Design rainbow_led, sky130hd; sources not shown.
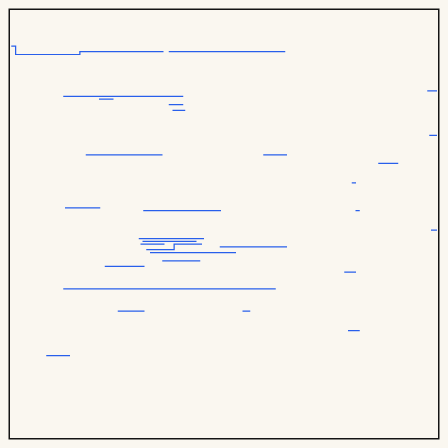
(run_1/met3.png)
share of all routed wire: 4.3%
nets with wire on the layer: 21
GR Util met3: 2.569%
via count: 2894

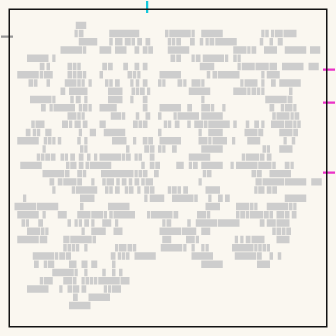
(run_1/pins.png)
Pins as bars across the die edge, other pins in grey.
| colour | port | pins | direction | edge |
|---|---|---|---|---|
| magenta | `led` | 3 | output | east |
| cyan | `rst_n` | 1 | input | north |
all pins by edge: 3 east, 1 west, 1 north
height of the chip: 104.4 um
Port Buffers: 4
die span in x: 104.4 um

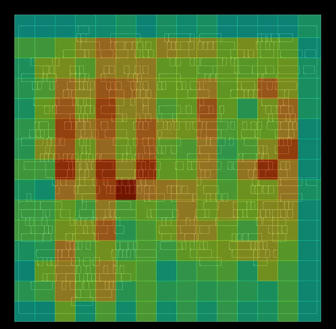
(run_1/final_congestion.png)
final core utilization: 38.35%
routed wire length per instance: 12.77 um

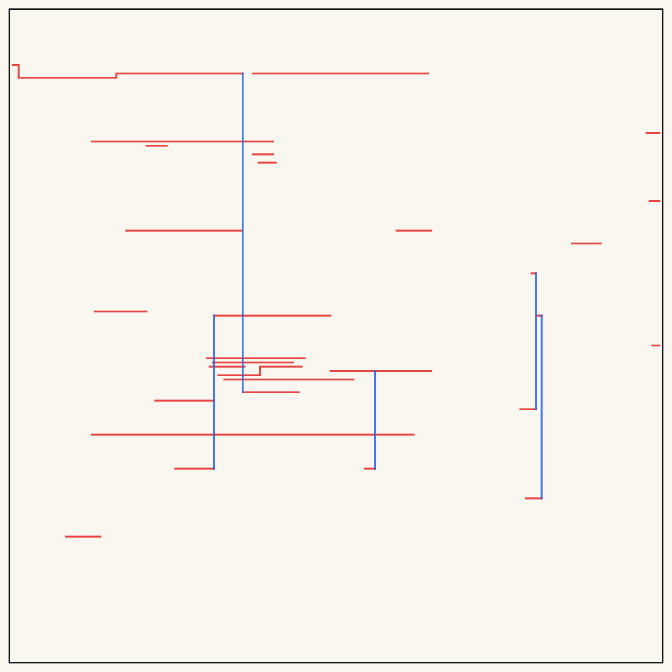
(run_1/metal_stack.png)
Two of the layers only.
| colour | layer | wire length |
|---|---|---|
| blue | met4 | 142 um |
| red | met3 | 341 um |
sum of routed wire length over all layers: 7.945 mm
GRT Resource Usage Total: 15.63%

==> summary.txt, run 1 <==
fresh numbers from the pnr run: Largest register FFs=14, number of buffers and inverters on the critical path=1, weighted congestion reported at the end of routability-driven placement=0.7463, internal cell power=1.745 mW, met3 wire length=341 um, Post-synth EDFFs=0, Synth top cells by count=nand2_1 (111), dfxtp_1 (60), inv_1 (50), nor2_1 (49), a21oi_1 (37), Register Area=0.001201 mm^2, Met2 Routed Length=3.381 mm, Basic Gates by Area=29.61%, data-path buffer share of cell area in the final layout=1.868%, uppermost layer routed=met4, Final Instance Area=0.003817 mm^2, gate count of the mapped netlist=477, Pwr per Cell Area=592.1 mW/mm^2, nonclk buf count=9, cell accounting for the most synthesized area=dfxtp_1, Top cell area share=34.74%, fraction of met1 tracks used by global routing=21.61%, dpl cells=607, Least-Margin Pin Slew=0.8820 ns, run status=finished clean
==> run 1 -> run 2 <==
--- a/config.mk
+++ b/config.mk
@@ -7,6 +7,7 @@
 export LEC_CHECK = 0
 export ABC_AREA = 1
 export CORE_UTILIZATION = 33
+export CTS_CLUSTER_SIZE = 28
 export DETAILED_ROUTE_END_ITERATION = 12
 export HOLD_SLACK_MARGIN = 0.02
 export PLACE_DENSITY_LB_ADDON = 0.1
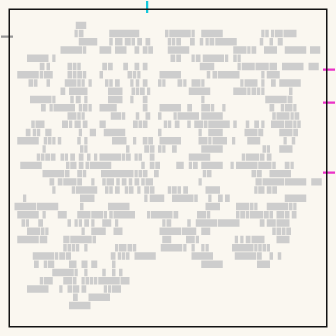
(run_2/pins.png)
Pins as bars across the die edge, other pins in grey.
| colour | port | pins | direction | edge |
|---|---|---|---|---|
| cyan | `rst_n` | 1 | input | north |
| magenta | `led` | 3 | output | east |

==> run 2 against run 1 <==
Against the previous run: combinational power is essentially flat; highest routed layer unchanged; fmax is the same; largest power group unchanged; largest cell class unchanged; count of clock-buffer cells in the layout is the same.
==> summary.txt, run 2 <==
fresh numbers from the pnr run: Final Instance Area=0.003817 mm^2, Register Area=0.001201 mm^2, GR Util met3=2.569%, Synth top cells by count=nand2_1 (111), dfxtp_1 (60), inv_1 (50), nor2_1 (49), a21oi_1 (37), dpl cells=607, nonclk buf count=9, final core utilization=38.35%, run status=finished clean, height of the chip=104.4 um, Met2 Routed Length=3.381 mm, uppermost layer routed=met4, Largest register FFs=14, via count=2894, number of buffers and inverters on the critical path=1, cell accounting for the most synthesized area=dfxtp_1, GRT Resource Usage Total=15.63%, weighted congestion reported at the end of routability-driven placement=0.7463, data-path buffer share of cell area in the final layout=1.868%, Pwr per Cell Area=592.1 mW/mm^2, Post-synth EDFFs=0, sum of routed wire length over all layers=7.945 mm, fraction of met1 tracks used by global routing=21.61%
No activity file was given, so power comes from the tool's default toggle rates.
